`src/rtl/parser_frame_controller.sv`:
```
// Frame sequencer for one AXI-Stream ingress port: header capture, decoder handoff, payload pass-through.
// Optional oversize detection is enabled by defining PARSER_CTRL_OVERSIZE_EN.
module parser_frame_controller #(
    parameter int unsigned DATA_WIDTH      = 8,
    parameter int unsigned HEADER_BYTES    = 14,
    parameter int unsigned MAX_FRAME_BEATS = 1518,
    parameter int unsigned CNT_WIDTH       = 16
) (
    input  logic                  clk,
    input  logic                  rst,
    input  logic [DATA_WIDTH-1:0] s_axis_tdata,
    input  logic                  s_axis_tvalid,
    input  logic                  s_axis_tlast,
    output logic                  s_axis_tready,
    output logic                  beat_accept,
    output logic                  frame_start,
    input  logic                  header_valid,
    output logic                  hdr_req,
    input  logic                  hdr_ack,
    output logic [DATA_WIDTH-1:0] m_axis_tdata,
    output logic                  m_axis_tvalid,
    output logic                  m_axis_tlast,
    input  logic                  m_axis_tready,
    output logic                  runt_pulse,
    output logic                  oversize_pulse,
    output logic [CNT_WIDTH-1:0]  frame_cnt,
    output logic [CNT_WIDTH-1:0]  runt_cnt
);
    localparam int unsigned BYTES_PER_BEAT = DATA_WIDTH / 8;
    localparam int unsigned HDR_BEATS = (HEADER_BYTES + BYTES_PER_BEAT - 1) / BYTES_PER_BEAT;
    localparam int unsigned BCW = $clog2(MAX_FRAME_BEATS + 1);
    localparam logic [BCW-1:0] HDR_LAST = BCW'(HDR_BEATS - 1);
`ifdef PARSER_CTRL_OVERSIZE_EN
    localparam logic [BCW-1:0] LIMIT_LAST = BCW'(MAX_FRAME_BEATS - 1);
`endif

    typedef enum logic [2:0] {StStart, StHeader, StHold, StPayload, StDrop} state_e;

    state_e               state_q, state_d;
    logic [BCW-1:0]       beat_cnt_q, beat_cnt_d, beat_cnt_inc;
    logic                 tlast_q, tlast_d;
    logic                 runt_set, frame_inc;
    logic                 runt_q;
    logic [CNT_WIDTH-1:0] frame_cnt_q, runt_cnt_q;
`ifdef PARSER_CTRL_OVERSIZE_EN
    logic                 over_set, over_q;
`endif

    assign beat_cnt_inc = (&beat_cnt_q) ? beat_cnt_q : beat_cnt_q + 1'b1;
    assign beat_accept  = s_axis_tvalid & s_axis_tready;
    // Masked during reset so the restart pulse only fires once the block is live.
    assign frame_start  = (state_q == StStart) & ~rst;
    assign m_axis_tdata = s_axis_tdata;
    assign runt_pulse   = runt_q;
    assign frame_cnt    = frame_cnt_q;
    assign runt_cnt     = runt_cnt_q;

    always_comb begin
        state_d       = state_q;
        beat_cnt_d    = beat_cnt_q;
        tlast_d       = tlast_q;
        runt_set      = 1'b0;
        frame_inc     = 1'b0;
        s_axis_tready = 1'b0;
        hdr_req       = 1'b0;
        m_axis_tvalid = 1'b0;
        m_axis_tlast  = 1'b0;
`ifdef PARSER_CTRL_OVERSIZE_EN
        over_set      = 1'b0;
`endif
        unique case (state_q)
            StStart: begin
                beat_cnt_d = '0;
                state_d    = StHeader;
            end
            StHeader: begin
                s_axis_tready = 1'b1;
                if (s_axis_tvalid) begin
                    beat_cnt_d = beat_cnt_inc;
                    if (beat_cnt_q == HDR_LAST) begin
                        tlast_d = s_axis_tlast;
                        state_d = StHold;
                    end else if (s_axis_tlast) begin
                        runt_set = 1'b1;
                        state_d  = StStart;
                    end
                end
            end
            StHold: begin
                hdr_req = header_valid;
                if (header_valid && hdr_ack) begin
                    if (tlast_q) begin
                        frame_inc = 1'b1;
                        state_d   = StStart;
                    end else begin
                        state_d = StPayload;
                    end
                end
            end
            StPayload: begin
                s_axis_tready = m_axis_tready;
                m_axis_tvalid = s_axis_tvalid;
                m_axis_tlast  = s_axis_tlast;
`ifdef PARSER_CTRL_OVERSIZE_EN
                if (beat_cnt_q == LIMIT_LAST) m_axis_tlast = 1'b1;
`endif
                if (s_axis_tvalid && m_axis_tready) begin
                    beat_cnt_d = beat_cnt_inc;
                    if (s_axis_tlast) begin
                        frame_inc = 1'b1;
                        state_d   = StStart;
                    end
`ifdef PARSER_CTRL_OVERSIZE_EN
                    else if (beat_cnt_q == LIMIT_LAST) begin
                        over_set = 1'b1;
                        state_d  = StDrop;
                    end
`endif
                end
            end
            StDrop: begin
                s_axis_tready = 1'b1;
                if (s_axis_tvalid && s_axis_tlast) state_d = StStart;
            end
            default: state_d = StStart;
        endcase
    end

    always_ff @(posedge clk or posedge rst) begin
        if (rst) begin
            state_q     <= StStart;
            beat_cnt_q  <= '0;
            tlast_q     <= 1'b0;
            runt_q      <= 1'b0;
            frame_cnt_q <= '0;
            runt_cnt_q  <= '0;
        end else begin
            state_q    <= state_d;
            beat_cnt_q <= beat_cnt_d;
            tlast_q    <= tlast_d;
            runt_q     <= runt_set;
            if (frame_inc && !(&frame_cnt_q)) frame_cnt_q <= frame_cnt_q + 1'b1;
            if (runt_set && !(&runt_cnt_q)) runt_cnt_q <= runt_cnt_q + 1'b1;
        end
    end

`ifdef PARSER_CTRL_OVERSIZE_EN
    always_ff @(posedge clk or posedge rst) begin
        if (rst) over_q <= 1'b0;
        else     over_q <= over_set;
    end
    assign oversize_pulse = over_q;
`else
    assign oversize_pulse = 1'b0;
`endif

endmodule

```
`config.mk`:
```
export PLATFORM = sky130hd
export DESIGN_NAME = parser_frame_controller
export DESIGN_NICKNAME = d
export VERILOG_FILES = /design/src/rtl/parser_frame_controller.sv
export SDC_FILE = /design/constraint.sdc
export NUM_CORES = 1
export LEC_CHECK = 0
export CAP_MARGIN = 20
export CELL_PAD_IN_SITES_DETAIL_PLACEMENT = 2
export CELL_PAD_IN_SITES_GLOBAL_PLACEMENT = 2
export CORE_MARGIN = 3
export CORE_UTILIZATION = 30
export DETAILED_ROUTE_END_ITERATION = 10
export HOLD_SLACK_MARGIN = 0.15
export PLACE_DENSITY_LB_ADDON = 0.3
export SLEW_MARGIN = 20
export SYNTH_ARGS = -nofsm -noshare
export SYNTH_HDL_FRONTEND = slang
export SYNTH_SLANG_ARGS = --single-unit
```
`constraint.sdc`:
```
create_clock -name clk -period 2.7 [get_ports clk]
set_input_delay 0.405 -clock clk [delete_from_list [all_inputs] [get_ports clk]]
set_output_delay 0.405 -clock clk [all_outputs]
set_load 0.01 [all_outputs]
```
==> run summary, run 1 <==
CP max-delay cell: clkdlybuf4s50_1
initial antenna violation count: 0
RSZ-0062 raised after global routing: false
Top Ports: 63
tool warning count: 27
first-pass detailed-route iteration total: 4
logic gate share of total power: 19.4%
fillcell total: 915
Clock transition at path regs: 0.10 ns
Via-to-Cell Ratio: 5.21
register area share after synthesis: 46.7%
Die H: 98.6 um
chip area: 9720 um^2
f_max: 401 MHz
Post-Route Setup TNS: 0 ns
worst rel slew slack: 60.9%
yosys stat area: 2570 um^2
Post-synth top flop: dfrtp_1
Ys Warns: 0
top cell type by total area after synthesis: dfrtp_1
number of global-route vias before repair: 2253
Storage cell area: 1200 um^2
Comb gate area: 1240 um^2
fin nets: 326
first-pass GRT wire length: 11.9 mm
Final GP Congestion: 0.805
worst IR drop on VDD: 0.258 mV
fp_density: 31.2%
minimum clock period: 2.49 ns
ys async rst share: 100%
post-placement cell count: 405
root buffer cell: clkbuf_8
status: finished clean
Netlist cell types: 43
core area: 8260 um^2
Worst Path Arrival: 2.09 ns
CTS tree: yes
area share, top type: 46.7%
die width: 98.6 um
grt total ovfl: 0
layout cells sized above 1: 8.77%
CP Max Fanout: 9
Top cells by area: dfrtp_1 47%, xor2_1 4.8%, xnor2_1 4.1%, nand3_1 3.7%, nand4_1 3.6%
Port Buffer Count: 45
WS Path Type: flip-flop to output pin
Cell Count, Final, Fillers Out: 413
==> run 1: path summary, 6_finish.rpt <==
check | from | to | slack [ns] | cells after the start
setup / recovery | state_q[2]$_DFFE_PP0P_ | beat_accept | 0.21 | 4
hold / removal | rst | state_q[2]$_DFFE_PP0P_ | 0.45 | 2
setup reg to reg | runt_cnt[0]$_DFFE_PP0P_ | runt_cnt[1]$_DFFE_PP0P_ | 0.42 | 6
hold reg to reg | beat_cnt_q[3]$_DFFE_PP0P_ | beat_cnt_q[3]$_DFFE_PP0P_ | 0.49 | 1
max in group asynchronous | rst | frame_cnt[14]$_DFFE_PP0P_ | 1.64 | 3
min in group clk | beat_cnt_q[3]$_DFFE_PP0P_ | beat_cnt_q[3]$_DFFE_PP0P_ | 0.49 | 1
==> run 1: registers in the layout, summed over array words and instances, names as in the netlist <==
signal      count
tlast_q         1
runt_pulse      1
frame_cnt      16
beat_cnt_q     11
state_q         3
runt_cnt       16
==> run 1: stage by stage <==
stage	util [%]	setup slack, ns	power (mW)	area (um^2)	hold WS, ns
final	39.0	0.205	1.82	3220	0.454
after global routing	39.0	0.0657	1.94	3220	0.475
after CTS	39.0	0.0825	1.86	3220	0.459
after detailed placement	37.6	0.260	1.28	3100	0.478
after global placement	37.6	0.280	1.26	3100	0.473
after floorplan	-	0.630	1.09	2570	0.443
==> run 1: cell usage in the layout, fill, tap and decap left out, drive strengths merged, types with 6 or more instances in the layout <==
cell	synthesis	layout
xnor2	12	12
buf	13	7
mux2	7	7
nor4	6	6
clkbuf	1	6
nor3	11	11
dfrtp	48	48
inv	7	7
nand4	15	15
nand3	19	19
clkdlybuf4s50	0	45
xor2	14	14
nand2	23	23
o21ai	10	10
and3	10	10
nor2	16	16
==> run 1: layer usage <==
layer | routed length [um] | GRT usage (%) | part of all wire (%) | up-vias
met3 | 231 | 2.83 | 3.4 | 5
met4 | 64 | 3.47 | 0.93 | 0
li1 | - | - | - | 1023
met1 | 3420 | 21.3 | 50 | 1075
met2 | 3170 | 23.8 | 46 | 47
met5 | 0 | 0 | 0 | -
==> run 1: worst max-delay path: cells and delay by family, from the launching register on <==
kind | cells | cell delay (ns)
AND-OR/OR-AND | 1 | 0.26
AND/OR/NAND/NOR | 2 | 0.51
flip-flops | 1 | 0.49
buffers and inverters | 1 | 0.53
==> run 1: power by group through the flow <==
stage	logic (mW)	clock network, mW	registers (mW)
global route	0.394	0.615	0.929
detailed placement	0.356	0	0.921
global placement	0.343	0	0.917
CTS	0.360	0.584	0.913
finish	0.354	0.555	0.911
floorplan	0.179	0	0.911
==> run 1: final cells by class <==
type,instances,share of cell area (%)
multi-input combinational,193,38.5
sequential,48,37.3
timing repair buffer,52,15.6
tap,105,4.08
clock buffer,6,2.56
clock inverter,2,1.20
inverter,7,0.815
==> run 1: cell families after synthesis <==
logic type	share of synthesized area [%]
flops	46.7
compound gates	7.54
mux	3.06
xor+xnor	8.85
simple gates	26.7
fa+ha+maj	1.95
other cells	0.146
buf+inv	5.11
==> run 1: repair_timing <==
action / CTS / global route
endpoints found under the setup margin: 0 / 1
resized: 0 / 1
setup buffers: 0 / 0
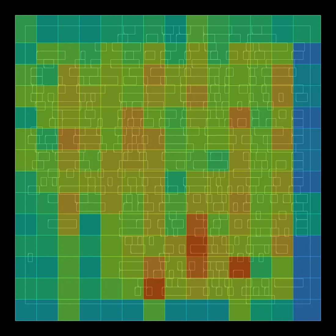
(run_1/congestion.png)
GRT met3 Usage: 2.83%
Final Util: 39.0%
GR peak layer: met2
met2 usage: 23.8%

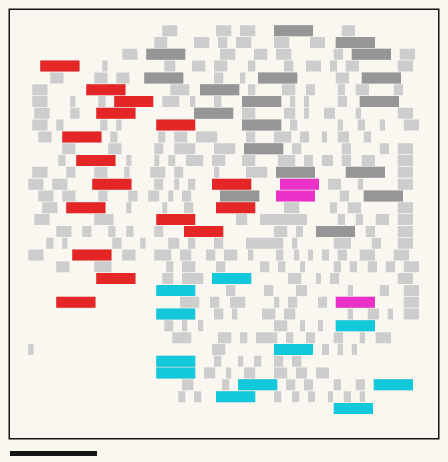
(run_1/flops_by_reg.png)
The bar under the picture is 20 um long. Other sequential cells in the stronger grey, the rest of the logic in the fainter grey.
cyan -> `beat_cnt_q`  # sequential cells 11
red -> `runt_cnt`  # sequential cells 16
magenta -> `state_q`  # sequential cells 3

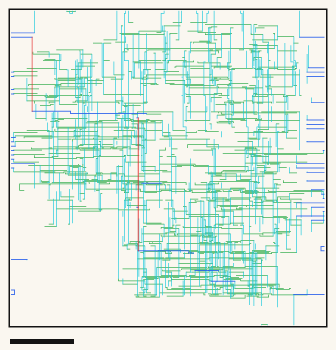
(run_1/wires.png)
The bar under the picture is 20 um long.
red -> metal 4  # wire length 64.6 um
cyan -> metal 2  # wire length 3170 um
blue -> metal 3  # wire length 231 um
green -> metal 1  # wire length 3420 um
Total GRT Usage: 15.0%
total wire length: 6.88 mm
vias: 2150
DR WL/cell: 16.7 um

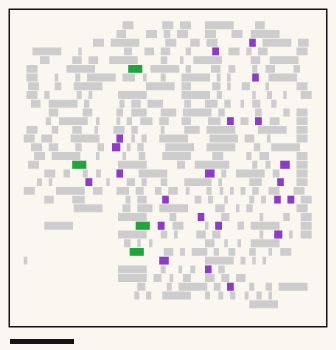
(run_1/logic_types.png)
The bar under the picture is 20 um long.
green -> fa/ha/maj cells  # cells 4, most used ha_1
purple -> and/or cells  # cells 22, most used and3_1

==> run 1 -> run 2 <==
--- a/config.mk
+++ b/config.mk
@@ -13,6 +13,7 @@
 export DETAILED_ROUTE_END_ITERATION = 10
 export HOLD_SLACK_MARGIN = 0.15
 export PLACE_DENSITY_LB_ADDON = 0.3
+export SKIP_CTS_REPAIR_TIMING = 1
 export SLEW_MARGIN = 20
 export SYNTH_ARGS = -nofsm -noshare
 export SYNTH_HDL_FRONTEND = slang
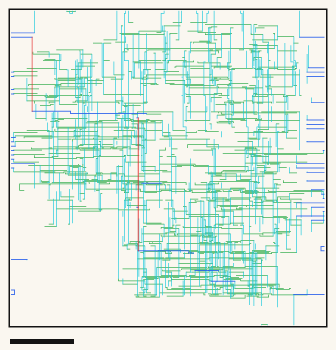
(run_2/wires.png)
The bar under the picture is 20 um long.
green -> metal 1  # wire length 3420 um
red -> metal 4  # wire length 64.6 um
blue -> metal 3  # wire length 231 um
cyan -> metal 2  # wire length 3170 um

==> run summary, run 2 <==
initial antenna violation count: 0
Total GRT Usage: 15.0%
total wire length: 6.88 mm
chip area: 9720 um^2
CP Max Fanout: 9
top cell type by total area after synthesis: dfrtp_1
Worst Reg-to-Reg Cells: 6
RSZ-0062 raised after global routing: false
Port Buffer Count: 45
Netlist cell types: 43
Cell Count, Final, Fillers Out: 413
tool warning count: 27
ys async rst share: 100%
fp_density: 31.2%
WS Path Type: flip-flop to output pin
root buffer cell: clkbuf_8
minimum clock period: 2.49 ns
worst rel slew slack: 60.9%
most numerous logic cells after layout: 48 x dfrtp_1, 45 x clkdlybuf4s50_1, 22 x nand2_1, 19 x nand3_1, 16 x nor2_1
Top cells by area: dfrtp_1 47%, xor2_1 4.8%, xnor2_1 4.1%, nand3_1 3.7%, nand4_1 3.6%
die width: 98.6 um
DR WL/cell: 16.7 um
Worst Path Arrival: 2.09 ns
highest-count logic cell in the final layout: dfrtp_1
CTS buffer count: 5
yosys stat area: 2570 um^2
Ys Warns: 0
grt total ovfl: 0
Clock transition at path regs: 0.10 ns
Critical R2R Capture: runt_cnt[1]$_DFFE_PP0P_
layout cells sized above 1: 8.77%
core area: 8260 um^2
first-pass GRT wire length: 11.9 mm
vias: 2150
logic gate share of total power: 19.4%
first-pass detailed-route iteration total: 4
CTS tree: yes
fillcell total: 915
fin nets: 326
Via-to-Cell Ratio: 5.21
crit path launch: state_q[2]$_DFFE_PP0P_
number of global-route vias before repair: 2253
register area share after synthesis: 46.7%
Post-Route Setup TNS: 0 ns
r2r setup slk: 0.42 ns
Final GP Congestion: 0.805
Storage cell area: 1200 um^2
Post-synth top flop: dfrtp_1
Top Ports: 63
Detailed Route Iter0 Violations: 51
Die H: 98.6 um
total power: 1.82 mW
area share, top type: 46.7%
Comb gate area: 1240 um^2
CP required: 2.30 ns
status: finished clean
Critical R2R Launch: runt_cnt[0]$_DFFE_PP0P_
Setup crit end: beat_accept
flip-flops with a built-in enable: 0
f_max: 401 MHz
post-placement cell count: 405
-- run 2: cell counts after synthesis --
No cell type changed its count.
-- run 2: layout make-up --
class / instances / area share, %
clock buffer: 6 / 2.56
clock inverter: 2 / 1.20
inverter: 7 / 0.815
multi-input combinational: 193 / 38.5
sequential: 48 / 37.3
tap: 105 / 4.08
timing repair buffer: 52 / 15.6
-- run 2: stage by stage --
step                      setup slack, ns  hold slack [ns]  instance area (um^2)  utilization, %
final                               0.205            0.454                  3220            39.0
after global placement              0.280            0.473                  3100            37.6
after global routing               0.0657            0.475                  3220            39.0
after floorplan                     0.630            0.443                  2570               -
after detailed placement            0.260            0.478                  3100            37.6
after CTS                          0.0825            0.459                  3220            39.0
-- run 2: kinds of logic after synthesis --
group                    count (synthesis)  synth area share, %
adder cells (fa/ha/maj)                  4                 1.95
buffers and inverters                   21                 5.11
AND/OR/NAND/NOR                        125                 26.7
AND-OR/OR-AND                           30                 7.54
other                                    1                0.146
flip-flops                              48                 46.7
XOR/XNOR                                26                 8.85
multiplexers                             7                 3.06
-- run 2: metal layers --
metal	share of wire (%)	vias to the layer above	GRT usage, %
met5	0	-	0
met4	0.93	0	3.47
met3	3.4	5	2.83
met2	46	47	23.8
met1	50	1075	21.3
li1	-	1023	-
-- run 2: worst min-delay path by stage --
stage	startpoint	to	slack (ns)
finish	rst	state_q[2]$_DFFE_PP0P_	0.45
global route	rst	state_q[2]$_DFFE_PP0P_	0.48
CTS	rst	beat_cnt_q[8]$_DFFE_PP0P_	0.46
detailed placement	beat_cnt_q[3]$_DFFE_PP0P_	beat_cnt_q[3]$_DFFE_PP0P_	0.48
global placement	beat_cnt_q[3]$_DFFE_PP0P_	beat_cnt_q[3]$_DFFE_PP0P_	0.47
floorplan	beat_cnt_q[3]$_DFFE_PP0P_	beat_cnt_q[3]$_DFFE_PP0P_	0.44
-- run 2: power by group through the flow --
stage                     Combinational [mW]  Clock (mW)  Sequential [mW]
after detailed placement               0.356           0            0.921
after global routing                   0.394       0.615            0.929
after floorplan                        0.179           0            0.911
after global placement                 0.343           0            0.917
after CTS                              0.360       0.584            0.913
final                                  0.354       0.555            0.911
-- run 2: worst max-delay path, cell delays in order, from the launching register on --
cell,delay [ns]
dfrtp_1,0.49
nand2b_1,0.36
o21ai_1,0.26
and2_1,0.15
clkdlybuf4s50_1,0.53
==> run_2/detail.png <==
The bar under the picture is 5 um long. Window x 39 to 59, y 59 to 79 um. Cells in grey, sequential cells in the stronger grey; small squares are vias.
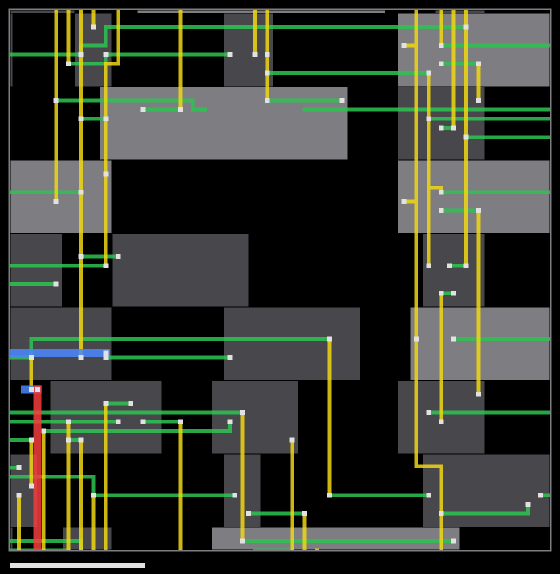

==> run 2 -> run 3 <==
--- a/config.mk
+++ b/config.mk
@@ -9,12 +9,14 @@
 export CELL_PAD_IN_SITES_DETAIL_PLACEMENT = 2
 export CELL_PAD_IN_SITES_GLOBAL_PLACEMENT = 2
 export CORE_MARGIN = 3
-export CORE_UTILIZATION = 30
+export CORE_UTILIZATION = 35
 export DETAILED_ROUTE_END_ITERATION = 10
+export DONT_BUFFER_PORTS = 1
 export HOLD_SLACK_MARGIN = 0.15
-export PLACE_DENSITY_LB_ADDON = 0.3
+export PLACE_DENSITY = 0.75
 export SKIP_CTS_REPAIR_TIMING = 1
 export SLEW_MARGIN = 20
 export SYNTH_ARGS = -nofsm -noshare
 export SYNTH_HDL_FRONTEND = slang
 export SYNTH_SLANG_ARGS = --single-unit
+export TNS_END_PERCENT = 50
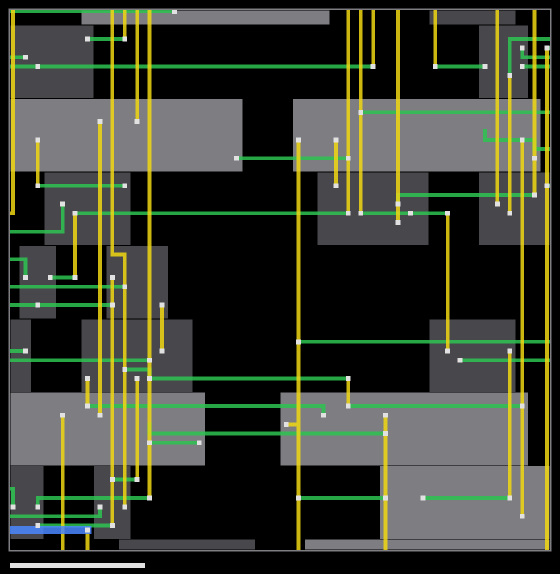
(run_3/detail.png)
The bar under the picture is 5 um long. Window x 36 to 56, y 54 to 74 um. Cells in grey, sequential cells in the stronger grey; small squares are vias.
green -> metal 1
blue -> metal 3
yellow -> metal 2
most frequent = dfrtp_1 (5), xor2_1 (3), nand2_1 (3)
cells with their middle in the window = 16
netlist names of flops here include = `runt_cnt` (3), `frame_cnt` (2)
sequential cells in the window = 5

==> run summary, run 3 <==
ys async rst share: 100%
Port Buffer Count: 0
first-pass detailed-route iteration total: 4
status: finished clean
CTS Buffer Depth: 2
total wire length: 6.61 mm
skew final: 0.0167 ns
grt total ovfl: 0
area share, top type: 46.7%
register area share after synthesis: 46.7%
CP required: 2.88 ns
Ys Warns: 0
CP Max Fanout: 11
PnR worst setup slack: 0.305 ns
Total GRT Usage: 17.2%
layout cells sized above 1: 9.89%
yosys stat area: 2570 um^2
WS Path Type: flip-flop to flip-flop
Final Cell Area: 2730 um^2
Final Util: 39.3%
H-tree levels: 2
tool warning count: 27
top cell type by total area after synthesis: dfrtp_1
minimum clock period: 2.40 ns
core area: 6940 um^2
CTS tree: yes
DR WL/cell: 18.4 um
logic gate share of total power: 13.4%
flip-flops with a built-in enable: 0
dpl cell area: 2630 um^2
Post-Route Setup TNS: 0 ns
ys cells: 262
Top cells by area: dfrtp_1 47%, xor2_1 4.8%, xnor2_1 4.1%, nand3_1 3.7%, nand4_1 3.6%
fillcell total: 765
worst IR drop on VDD: 0.443 mV
Detailed Route Iter0 Violations: 65
total power: 1.58 mW
fin nets: 281
chip area: 8410 um^2
first-pass GRT wire length: 11.8 mm
Top Ports: 63
pre-CTS setup slack: 0.320 ns
highest-count logic cell in the final layout: dfrtp_1
Die H: 91.7 um
f_max: 417 MHz
initial antenna violation count: 0
number of global-route vias before repair: 2170
vias: 1993
Via-to-Cell Ratio: 5.55
commonest cells in the netlist: 48 x dfrtp_1, 22 x nand2_1, 19 x nand3_1
worst rel slew slack: 57.8%
Netlist cell types: 43
die width: 91.7 um
fp_density: 37.0%
Final GP Congestion: 0.800
most numerous logic cells after layout: 48 x dfrtp_1, 22 x nand2_1, 19 x nand3_1, 16 x nor2_1, 15 x nand4_1
root buffer cell: clkbuf_8
Clock transition at path regs: 0.10 ns
Worst Path Arrival: 2.58 ns
CTS buffer count: 5
RSZ-0062 raised after global routing: false
## run 3: cell counts after synthesis
No cell type changed its count.
## run 3: worst paths after layout
check	startpoint	end	slack, ns	depth (start not counted)
worst max-delay path	runt_cnt[0]$_DFFE_PP0P_	runt_cnt[1]$_DFFE_PP0P_	0.30	5
worst min-delay path	s_axis_tlast	state_q[2]$_DFFE_PP0P_	0.17	1
worst max register to register	runt_cnt[0]$_DFFE_PP0P_	runt_cnt[1]$_DFFE_PP0P_	0.30	5
worst min register to register	beat_cnt_q[3]$_DFFE_PP0P_	beat_cnt_q[3]$_DFFE_PP0P_	0.51	1
max in group asynchronous	rst	beat_cnt_q[1]$_DFFE_PP0P_	1.51	3
min in group asynchronous	rst	state_q[1]$_DFFE_PP0P_	0.55	2
## run 3: power by group through the flow
stage	registers, mW	clock network (mW)	logic [mW]
final	0.933	0.435	0.212
after global routing	0.958	0.481	0.249
after CTS	0.936	0.450	0.218
after detailed placement	0.950	0	0.214
after global placement	0.942	0	0.201
after floorplan	0.911	0	0.179
## run 3: through the flow
step                      hold slack (ns)  instances
after floorplan                     0.443        262
after global placement              0.318        350
after detailed placement            0.323        350
after CTS                         -0.0171        358
after global routing                0.161        359
final                               0.170        359
## run 3: final cells by class
| type | instances | area (um^2) | area share (%) |
|---|---|---|---|
| clock buffers | 5 | 68.8 | 2.52 |
| clock inverters | 3 | 18.8 | 0.687 |
| inverters | 7 | 26.3 | 0.962 |
| multi-input cells | 193 | 1240 | 45.4 |
| flip-flops and latches | 48 | 1200 | 44.0 |
| well taps | 96 | 120 | 4.40 |
| repair buffers | 7 | 55.1 | 2.02 |
## run 3: per-layer routing
layer / track usage, % / vias up / wire length, um
met4: 2.97 / 0 / 28
met2: 28.1 / 38 / 3250
met1: 23.5 / 1023 / 3030
met3: 4.27 / 4 / 306
li1: - / 928 / -
met5: 0 / - / 0
## run 3: worst max-delay path: stages (launching register included)
cell,delay (ns)
dfrtp_1,0.49
ha_1,0.24
nand3_1,0.17
or4_1,0.62
nand3_1,0.37
mux2_2,0.38
## run 3: logic make-up (layout without fill, tap and decap cells)
kind of cell	Yosys count	in the layout	synth area share [%]
DFF	48	48	46.7
adders and majority gates	4	4	1.95
AOI/OAI and AO/OA	30	30	7.54
buffers and inverters	21	22	5.11
muxes	7	7	3.06
other	1	1	0.146
xor gates and xnor gates	26	26	8.85
and+or+nand+nor	125	125	26.7
Power figures rest on the tool's default switching activity, not on a simulated workload.
